==> run_1/congestion_map.png <==
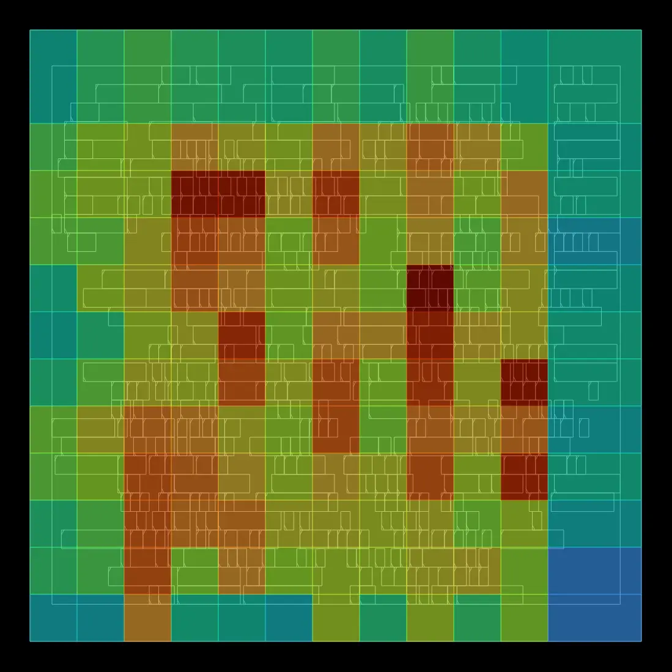
==> run_1/pinout.png <==
Scale: 6 px per µm. Pins as bars across the die edge, other pins in grey.
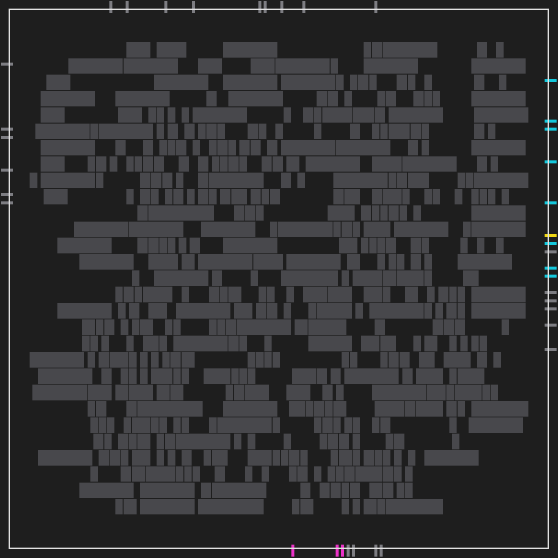
==> run_1/m2.png <==
Scale: 6 px per µm. Cells faint in the background.
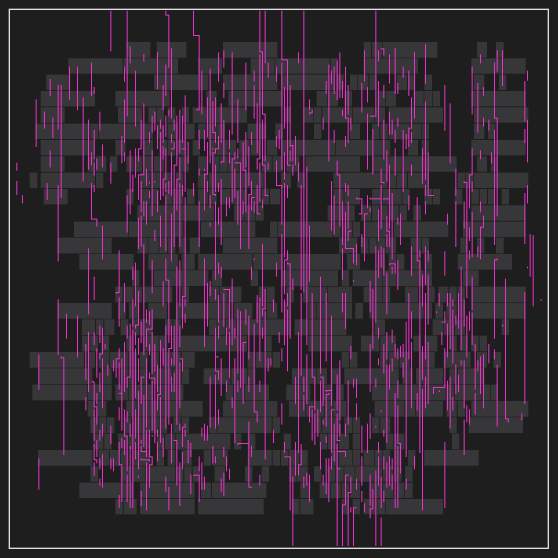
==> run_1/m3.png <==
Scale: 6 px per µm. Cells faint in the background.
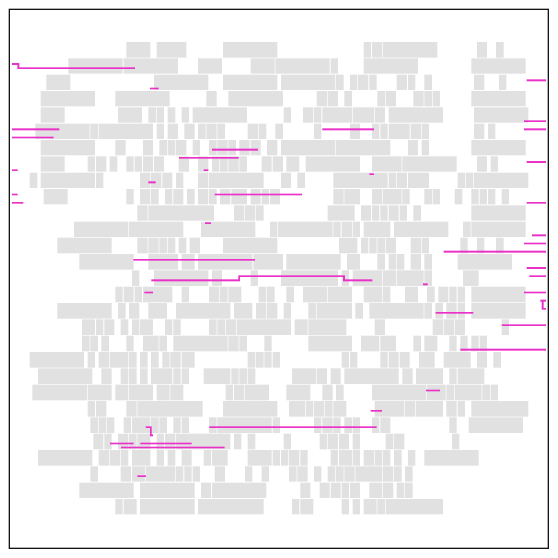
===== src/rtl/spi_pkg.sv =====
// Shared SPI definitions: CR1 bit positions, transfer-engine state encoding
// and the baud half-period helper.
package spi_pkg;

   localparam int SPI_DATA_WIDTH = 8;

   localparam int CR1_SPE   = 6;
   localparam int CR1_CPOL  = 3;
   localparam int CR1_CPHA  = 2;
   localparam int CR1_SSOE  = 1;
   localparam int CR1_LSBFE = 0;

   localparam logic [1:0] IDLE  = 2'd0;
   localparam logic [1:0] SETUP = 2'd1;
   localparam logic [1:0] SHIFT = 2'd2;
   localparam logic [1:0] LAG   = 2'd3;

   typedef enum logic [1:0] {
      S_IDLE  = IDLE,
      S_SETUP = SETUP,
      S_SHIFT = SHIFT,
      S_LAG   = LAG
   } state_t;

   // HALF = (sppr+1) << spr, 1..1024
   function automatic logic [10:0] half_period(input logic [2:0] sppr, input logic [2:0] spr);
      return (11'(sppr) + 11'd1) << spr;
   endfunction

endpackage


===== src/rtl/spi_baud_div.sv =====
// Reloadable SCK half-period down-counter; half_tick marks the last cycle of
// each HALF-cycle period.
module spi_baud_div
   import spi_pkg::*;
(
   input  logic       clk_in,
   input  logic       rst_in,
   input  logic       cfg_load,
   input  logic       load,
   input  logic [2:0] sppr_in,
   input  logic [2:0] spr_in,
   output logic       half_tick
);

   logic [10:0] half_q;
   logic [10:0] cnt_q;
   logic [10:0] half_new;

   assign half_new  = half_period(sppr_in, spr_in);
   assign half_tick = (cnt_q == '0);

   // cfg_load latches a fresh divisor for the frame; load only restarts the count
   always_ff @(posedge clk_in or posedge rst_in) begin
      if (rst_in) begin
         half_q <= 11'd1;
         cnt_q  <= '0;
      end else if (cfg_load) begin
         half_q <= half_new;
         cnt_q  <= half_new - 11'd1;
      end else if (load || half_tick) begin
         cnt_q  <= half_q - 11'd1;
      end else begin
         cnt_q  <= cnt_q - 11'd1;
      end
   end

endmodule


===== src/rtl/spi_xfer_engine.sv =====
// Byte-level SPI transfer engine: holding buffer, frame FSM, SCK generation
// and the MOSI/MISO shift registers.
module spi_xfer_engine
   import spi_pkg::*;
#(
   parameter int DATA_WIDTH = SPI_DATA_WIDTH
) (
   input  logic                  clk_in,
   input  logic                  rst_in,
   input  logic                  enable_in,
   input  logic                  cpol_in,
   input  logic                  cpha_in,
   input  logic                  lsbfe_in,
   input  logic [2:0]            sppr_in,
   input  logic [2:0]            spr_in,
   input  logic [DATA_WIDTH-1:0] tx_data_in,
   input  logic                  tx_valid_in,
   output logic                  tx_ready_out,
   output logic [DATA_WIDTH-1:0] rx_data_out,
   output logic                  rx_valid_out,
   output logic                  done_out,
   output logic                  busy_out,
   input  logic                  miso_in,
   output logic                  mosi_out,
   output logic                  sck_out,
   output logic                  ss_out
);

   localparam int            EW        = $clog2(2*DATA_WIDTH + 1);
   localparam logic [EW-1:0] LAST_EDGE = EW'(2*DATA_WIDTH - 1);

   state_t                state_q;
   logic [DATA_WIDTH-1:0] buf_q;
   logic [DATA_WIDTH-1:0] tx_sh;
   logic [DATA_WIDTH-1:0] rx_sh;
   logic [DATA_WIDTH-1:0] rx_data_q;
   logic [EW-1:0]         edge_cnt;
   logic                  tx_ready_q;
   logic                  cpha_q;
   logic                  lsbfe_q;
   logic                  sck_q;
   logic                  mosi_q;
   logic                  ss_q;
   logic                  rx_valid_q;
   logic                  done_q;

   logic half_tick;
   logic wr_acc;
   logic lag_end;
   logic start;
   logic shift_tick;
   logic odd_edge;
   logic last_edge;
   logic do_sample;
   logic do_shift;
   logic baud_load;

   assign wr_acc     = tx_valid_in && tx_ready_q;
   assign lag_end    = (state_q == S_LAG) && half_tick;
   // a write landing in the LAG-end cycle is not visible here yet
   assign start      = enable_in && !tx_ready_q && ((state_q == S_IDLE) || lag_end);
   assign shift_tick = (state_q == S_SHIFT) && half_tick;
   // edge_cnt holds completed toggles, so the coming edge is odd when it is even
   assign odd_edge   = ~edge_cnt[0];
   assign last_edge  = (edge_cnt == LAST_EDGE);
   assign do_sample  = shift_tick && (odd_edge ^ cpha_q);
   assign do_shift   = shift_tick && (cpha_q ? (odd_edge && (edge_cnt != '0))
                                             : (!odd_edge && !last_edge));
   assign baud_load  = half_tick && ((state_q == S_SETUP) || (shift_tick && last_edge));

   spi_baud_div u_baud (
      .clk_in    (clk_in),
      .rst_in    (rst_in),
      .cfg_load  (start),
      .load      (baud_load),
      .sppr_in   (sppr_in),
      .spr_in    (spr_in),
      .half_tick (half_tick)
   );

   always_ff @(posedge clk_in or posedge rst_in) begin
      if (rst_in) begin
         state_q    <= S_IDLE;
         buf_q      <= '0;
         tx_sh      <= '0;
         rx_sh      <= '0;
         rx_data_q  <= '0;
         edge_cnt   <= '0;
         tx_ready_q <= 1'b1;
         cpha_q     <= 1'b0;
         lsbfe_q    <= 1'b0;
         sck_q      <= 1'b0;
         mosi_q     <= 1'b0;
         ss_q       <= 1'b1;
         rx_valid_q <= 1'b0;
         done_q     <= 1'b0;
      end else begin
         rx_valid_q <= 1'b0;
         done_q     <= 1'b0;
         if (!enable_in) begin
            state_q    <= S_IDLE;
            ss_q       <= 1'b1;
            sck_q      <= cpol_in;
            tx_ready_q <= 1'b1;
         end else begin
            if (wr_acc) begin
               buf_q      <= tx_data_in;
               tx_ready_q <= 1'b0;
            end
            if (start) begin
               state_q    <= S_SETUP;
               ss_q       <= 1'b0;
               sck_q      <= cpol_in;
               cpha_q     <= cpha_in;
               lsbfe_q    <= lsbfe_in;
               tx_sh      <= buf_q;
               mosi_q     <= lsbfe_in ? buf_q[0] : buf_q[DATA_WIDTH-1];
               tx_ready_q <= 1'b1;
               edge_cnt   <= '0;
            end
            case (state_q)
               S_IDLE: begin
                  if (!start) begin
                     ss_q  <= 1'b1;
                     sck_q <= cpol_in;
                  end
               end
               S_SETUP: begin
                  if (half_tick) state_q <= S_SHIFT;
               end
               S_SHIFT: begin
                  if (half_tick) begin
                     sck_q    <= ~sck_q;
                     edge_cnt <= edge_cnt + EW'(1);
                     if (do_sample)
                        rx_sh <= lsbfe_q ? {miso_in, rx_sh[DATA_WIDTH-1:1]}
                                         : {rx_sh[DATA_WIDTH-2:0], miso_in};
                     if (do_shift) begin
                        tx_sh  <= lsbfe_q ? (tx_sh >> 1) : (tx_sh << 1);
                        mosi_q <= lsbfe_q ? tx_sh[1] : tx_sh[DATA_WIDTH-2];
                     end
                     if (last_edge) state_q <= S_LAG;
                  end
               end
               S_LAG: begin
                  if (half_tick) begin
                     rx_data_q  <= rx_sh;
                     rx_valid_q <= 1'b1;
                     done_q     <= 1'b1;
                     if (!start) begin
                        state_q <= S_IDLE;
                        ss_q    <= 1'b1;
                        sck_q   <= cpol_in;
                     end
                  end
               end
               default: state_q <= S_IDLE;
            endcase
         end
      end
   end

   assign tx_ready_out = tx_ready_q;
   assign rx_data_out  = rx_data_q;
   assign rx_valid_out = rx_valid_q;
   assign done_out     = done_q;
   assign busy_out     = (state_q != S_IDLE);
   assign mosi_out     = mosi_q;
   assign sck_out      = sck_q;
   assign ss_out       = ss_q;

endmodule


===== config.mk =====
export PLATFORM = sky130hd
export DESIGN_NAME = spi_xfer_engine
export DESIGN_NICKNAME = d
export VERILOG_FILES = /design/src/rtl/spi_pkg.sv /design/src/rtl/spi_baud_div.sv /design/src/rtl/spi_xfer_engine.sv
export SDC_FILE = /design/constraint.sdc
export NUM_CORES = 1
export LEC_CHECK = 0
export ABC_AREA = 1
export CORE_MARGIN = 3
export CORE_UTILIZATION = 55
export CTS_CLUSTER_SIZE = 25
export DETAILED_ROUTE_END_ITERATION = 8
export DONT_BUFFER_PORTS = 1
export HOLD_SLACK_MARGIN = 0.1
export PLACE_DENSITY_LB_ADDON = 0.15
export SETUP_SLACK_MARGIN = 0.05
export SYNTH_ARGS = -nofsm -noshare
export SYNTH_HDL_FRONTEND = slang
export SYNTH_SLANG_ARGS = --single-unit

===== constraint.sdc =====
create_clock -name clk_in -period 5.9 [get_ports clk_in]
set_input_delay 1.77 -clock clk_in [delete_from_list [all_inputs] [get_ports clk_in]]
set_output_delay 1.77 -clock clk_in [all_outputs]
set_load 0.02 [all_outputs]

==> flow_summary.ini, run 1 <==
; yosys + openroad results
[pwr]
leakage_uw = 0.00199
worst_ir_drop_vdd_v = 0.000206
p_clk_uw = 464
power.sequential.total_uw = 604
clock_power_share_pct = 31.8
maxPowerGroup = sequential cells

[final_timing]
final.period_utilization_pct = 55.9
final-hold-violation-count = 0
setup_total_negative_slack_ns = 0
final.setup_skew_ns = 0.00858

[flow_run]
number_of_warning_messages_in_the_logs = 31

[setup_path]
critical_path.reg2reg.startpoint = state_q[0]$_DFF_PP0_
regToRegEndpoint = u_baud.cnt_q[10]$_DFF_PP0_
worst_setup_path_end_kind = register
cp.required_ns = 6.14
cp_common_cell = sky130_fd_sc_hd__nand2_1
critical_path.max_stage_delay_ns = 0.65
critPathLaunchType = input port
crit_cells = 11

[global_route]
grt_start_max_net_pins = 45

[cts]
cts_htree_levels = 3

[outcome]
result_of_the_run = complete, no violations

[finish]
seq-cell-share_pct = 41.3
num_sequential = 68
final-seq-area_um2 = 1710
n_multi_input_combinational_cell = 341

[synthesis]
synth_area_um2 = 3840
top_cell_area_share_pct = 42.3
yosysCellCount = 487

[floorplan]
floorplan.die_area_um2 = 8030
io_pins = 37

[worst_hold_path]
timing.hold.worst_endpoint = rx_sh[7]$_DFFE_PP0P_
Notes on congestion_map.png above:
met3 track utilization from global routing: 3.28%
average detailed-routed wire length per instance: 13.8 µm
most crowded layer after global routing: met2
fraction of met1 tracks used by global routing: 30.6%
fin util: 62.9%

Notes on pinout.png above:
[spr_in] magenta | pins: 3 | direction: input | edge: bottom
[rx_data_out] cyan | pins: 8 | direction: output | edge: right
[sck_out] yellow | pins: 1 | direction: output | edge: right

Notes on m2.png above:
share of all routed wire: 46%
nets with wire on the layer: 408
wire length on this layer: 3710 µm

Notes on m3.png above:
wire length on this layer: 280 µm
nets with wire on the layer: 32
longest straight run: 27.6 µm
share of all routed wire: 3.5%

-- run 1: kinds of logic after synthesis --
group | share of synthesized area (%)
buffers and inverters | 8.21
xor gates and xnor gates | 1.60
AOI/OAI and AO/OA | 14.1
DFF | 44.4
and+or+nand+nor | 25.3
muxes | 3.13
adders and majority gates | 3.26
-- run 1: state kept, by name, summed over array words and instances, names as in the netlist, 2 cells and up --
signal         flops
u_baud.half_q     11
u_baud.cnt_q      11
edge_cnt           5
rx_data_out        8
tx_sh              8
state_q            2
buf_q              8
rx_sh              8
-- run 1: cells in the mapped netlist (all sizes together) --
master  number
a211oi       1
a21oi       17
buf          9
clkbuf       5
clkinv       1
dfrtp       65
dfstp        3
ha          10
inv         63
mux2         8
mux2i        3
nand2      142
nand3       28
nand4        4
nor2        34
nor3         1
o211ai       1
o21a         2
o21ai       73
o21bai       3
o22ai        3
o32ai        1
or2          3
xnor2        4
xor2         3
-- run 1: per-layer routing --
metal	global-route usage [%]	wire length, µm
met2	35.0	3710
met3	3.28	279
met4	10.0	163
met5	0	0
met1	30.6	3890
-- run 1: layout by cell type (no fill, tap or decap) --
| cell type | n |
|---|---|
| sky130_fd_sc_hd__a211oi_1 | 1 |
| sky130_fd_sc_hd__a21oi_1 | 16 |
| sky130_fd_sc_hd__a21oi_4 | 1 |
| sky130_fd_sc_hd__buf_4 | 1 |
| sky130_fd_sc_hd__bufinv_16 | 3 |
| sky130_fd_sc_hd__clkbuf_1 | 1 |
| sky130_fd_sc_hd__clkbuf_8 | 9 |
| sky130_fd_sc_hd__clkinv_1 | 1 |
| sky130_fd_sc_hd__clkinv_2 | 1 |
| sky130_fd_sc_hd__clkinv_4 | 2 |
| sky130_fd_sc_hd__dfrtp_1 | 65 |
| sky130_fd_sc_hd__dfstp_2 | 3 |
| sky130_fd_sc_hd__ha_1 | 10 |
| sky130_fd_sc_hd__inv_1 | 59 |
| sky130_fd_sc_hd__inv_2 | 4 |
| sky130_fd_sc_hd__mux2_2 | 8 |
| sky130_fd_sc_hd__mux2i_1 | 3 |
| sky130_fd_sc_hd__nand2_1 | 129 |
| sky130_fd_sc_hd__nand2_2 | 8 |
| sky130_fd_sc_hd__nand2_4 | 5 |
| sky130_fd_sc_hd__nand3_1 | 26 |
| sky130_fd_sc_hd__nand3_2 | 1 |
| sky130_fd_sc_hd__nand3_4 | 1 |
| sky130_fd_sc_hd__nand4_1 | 4 |
| sky130_fd_sc_hd__nor2_1 | 26 |
| sky130_fd_sc_hd__nor2_2 | 4 |
| sky130_fd_sc_hd__nor2_4 | 3 |
| sky130_fd_sc_hd__nor2_8 | 1 |
| sky130_fd_sc_hd__nor3_1 | 1 |
| sky130_fd_sc_hd__o211ai_1 | 1 |
| sky130_fd_sc_hd__o21a_1 | 2 |
| sky130_fd_sc_hd__o21ai_0 | 66 |
| sky130_fd_sc_hd__o21ai_1 | 7 |
| sky130_fd_sc_hd__o21bai_1 | 3 |
| sky130_fd_sc_hd__o22ai_1 | 3 |
| sky130_fd_sc_hd__o32ai_1 | 1 |
| sky130_fd_sc_hd__or2_2 | 3 |
| sky130_fd_sc_hd__xnor2_1 | 4 |
| sky130_fd_sc_hd__xor2_1 | 3 |
==> run 2: changes to the inputs <==
==> constraint.sdc (replaced) <==
create_clock -name clk_in -period 2.8 [get_ports clk_in]
set_input_delay 0.84 -clock clk_in [delete_from_list [all_inputs] [get_ports clk_in]]
set_output_delay 0.84 -clock clk_in [all_outputs]
set_load 0.02 [all_outputs]
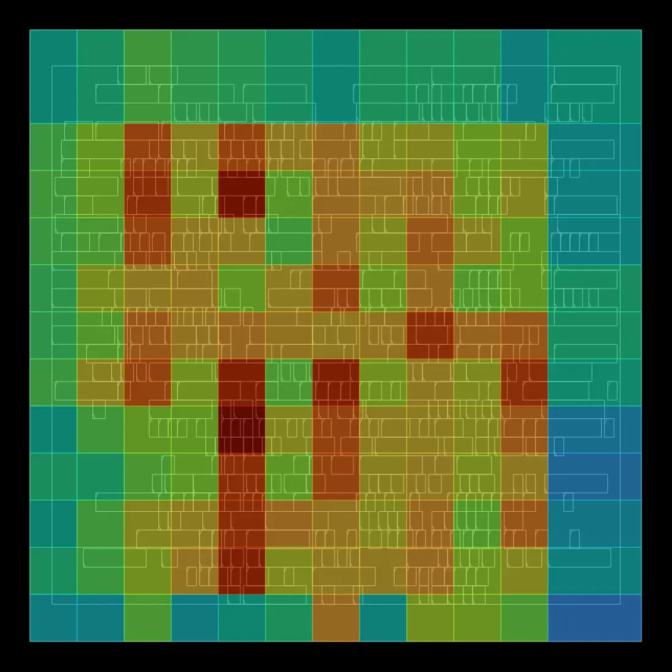
(run_2/congestion_map.png)
average detailed-routed wire length per instance: 14.0 µm
fraction of met1 tracks used by global routing: 31.2%
gr usage total: 22.4%

==> flow_summary.ini, run 2 <==
; yosys + openroad results
[pwr]
clock_power_share_pct = 27.2
worst_ir_drop_vdd_v = 0.000358
p_int_uw = 1870
leakage_uw = 0.00199

[final_timing]
final.period_utilization_pct = 90.9
final-hold-violation-count = 0
fin_ws_ns = 0.256
timing_worst_slew_pin_value_ns = 0.655
final.setup_skew_ns = 0.00755
setup_total_negative_slack_ns = 0

[route]
drt-pass1-iter-count = 6
totalWireLength_um = 8220

[placed_design]
place.detailed.instances = 572

[synthesis]
top_cell_area_share_pct = 42.3
asyncSetResetFlopFracSynth_pct = 100
yosys-top-cells-count = sky130_fd_sc_hd__nand2_1, sky130_fd_sc_hd__o21ai_0, sky130_fd_sc_hd__dfrtp_1
enable_flop_cells = 0
yosysCellCount = 487
synth_dominant_cell_count = sky130_fd_sc_hd__nand2_1
area_leaders = sky130_fd_sc_hd__dfrtp_1, sky130_fd_sc_hd__nand2_1, sky130_fd_sc_hd__o21ai_0
synth_area_um2 = 3840
synth.avg_cell_area_um2 = 7.89
top_ff_cell_synth = sky130_fd_sc_hd__dfrtp_1

[finish]
final_layout_top_logic_cells = sky130_fd_sc_hd__nand2_1, sky130_fd_sc_hd__o21ai_0, sky130_fd_sc_hd__dfrtp_1
reg_top3 = u_baud.cnt_q (11), u_baud.half_q (11)
most_common_cell_after_layout_fill_and_taps_aside = sky130_fd_sc_hd__nand2_1

[setup_path]
critical_path.max_stage_delay_ns = 0.41
worst_setup_path_end_kind = register
cp.required_ns = 3.03
critPathLaunchType = register

[cts]
cts_htree_levels = 3
cts_resized = 0
cts_buffers = 9
numClockSinks = 68

[global_route]
grt_start_max_net_pins = 40

[flow_run]
number_of_warning_messages_in_the_logs = 31

[outcome]
result_of_the_run = complete, no violations

[floorplan]
io_pins = 37
floorplan.die.height_um = 89.6
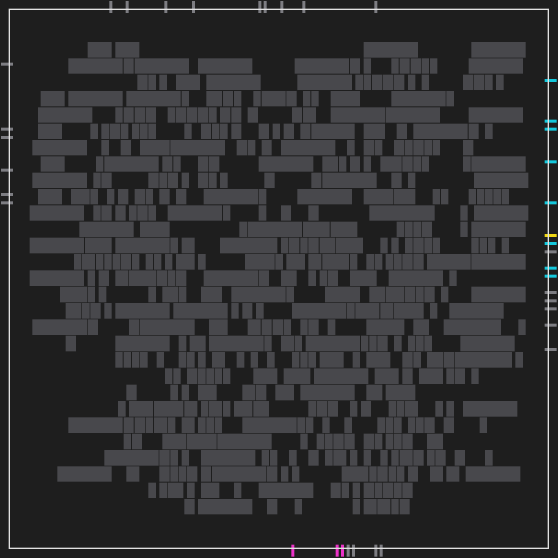
(run_2/pinout.png)
Scale: 6 px per µm. Pins as bars across the die edge, other pins in grey.
[rx_data_out] cyan | pins: 8 | direction: output | edge: right
[sck_out] yellow | pins: 1 | direction: output | edge: right
[spr_in] magenta | pins: 3 | direction: input | edge: bottom

==> run 2: cell counts after synthesis <==
Identical to the previous run, type by type.
==> run 2: per-layer routing <==
metal | wire, µm | vias to the layer above | share of wire (%) | global-route usage (%)
met1 | 3840 | 1477 | 47 | 31.2
li1 | - | 1569 | - | -
met4 | 109 | 0 | 1.3 | 8.39
met3 | 490 | 11 | 6.0 | 4.01
met2 | 3780 | 97 | 46 | 34.8
met5 | 0 | - | 0 | 0
==> run 2: cell type report <==
| class | count | area (µm²) |
|---|---|---|
| fill | 577 | 2430 |
| inverter | 64 | 240 |
| multi-input combinational | 341 | 1820 |
| tap | 93 | 116 |
| clock inverter | 6 | 63.8 |
| timing repair buffer | 6 | 57.6 |
| sequential | 68 | 1710 |
| clock buffer | 10 | 128 |
==> run 2: path summary, 6_finish.rpt <==
path	from	endpoint	cells after the start
setup / recovery	state_q[0]$_DFF_PP0_	u_baud.cnt_q[10]$_DFF_PP0_	13
setup reg to reg	state_q[0]$_DFF_PP0_	u_baud.cnt_q[10]$_DFF_PP0_	13
min in group clk_in	u_baud.half_q[0]$_DFFE_PP1P_	u_baud.half_q[0]$_DFFE_PP1P_	2
hold reg to reg	u_baud.half_q[0]$_DFFE_PP1P_	u_baud.half_q[0]$_DFFE_PP1P_	2
max in group asynchronous	rst_in	tx_ready_out$_DFFE_PP1P_	2
hold / removal	rst_in	u_baud.half_q[6]$_DFFE_PP0P_	1
==> run 2: cell families (layout without fill, tap and decap cells) <==
logic type	count (synthesis)	in the layout	synth area share (%)
buffers and inverters	78	86	8.21
xor gates and xnor gates	7	7	1.60
AOI/OAI and AO/OA	101	101	14.1
adders and majority gates	10	10	3.26
muxes	11	11	3.13
and+or+nand+nor	212	212	25.3
DFF	68	68	44.4
==> run 2: power by group through the flow <==
stage	combinational [µW]	sequential [µW]	clock [µW]
global placement	810	1280	0
detailed placement	839	1290	0
global route	962	1290	856
floorplan	702	1240	0
CTS	845	1270	807
finish	847	1270	790
==> run 2: stage by stage <==
stage / utilization, % / hold WS [ns]
after global placement: 60.0 / 0.470
after global routing: 62.9 / 0.507
after floorplan: - / 0.453
after CTS: 62.9 / 0.486
final: 62.9 / 0.465
after detailed placement: 60.0 / 0.484
Power is estimated from default activity; no workload was simulated.
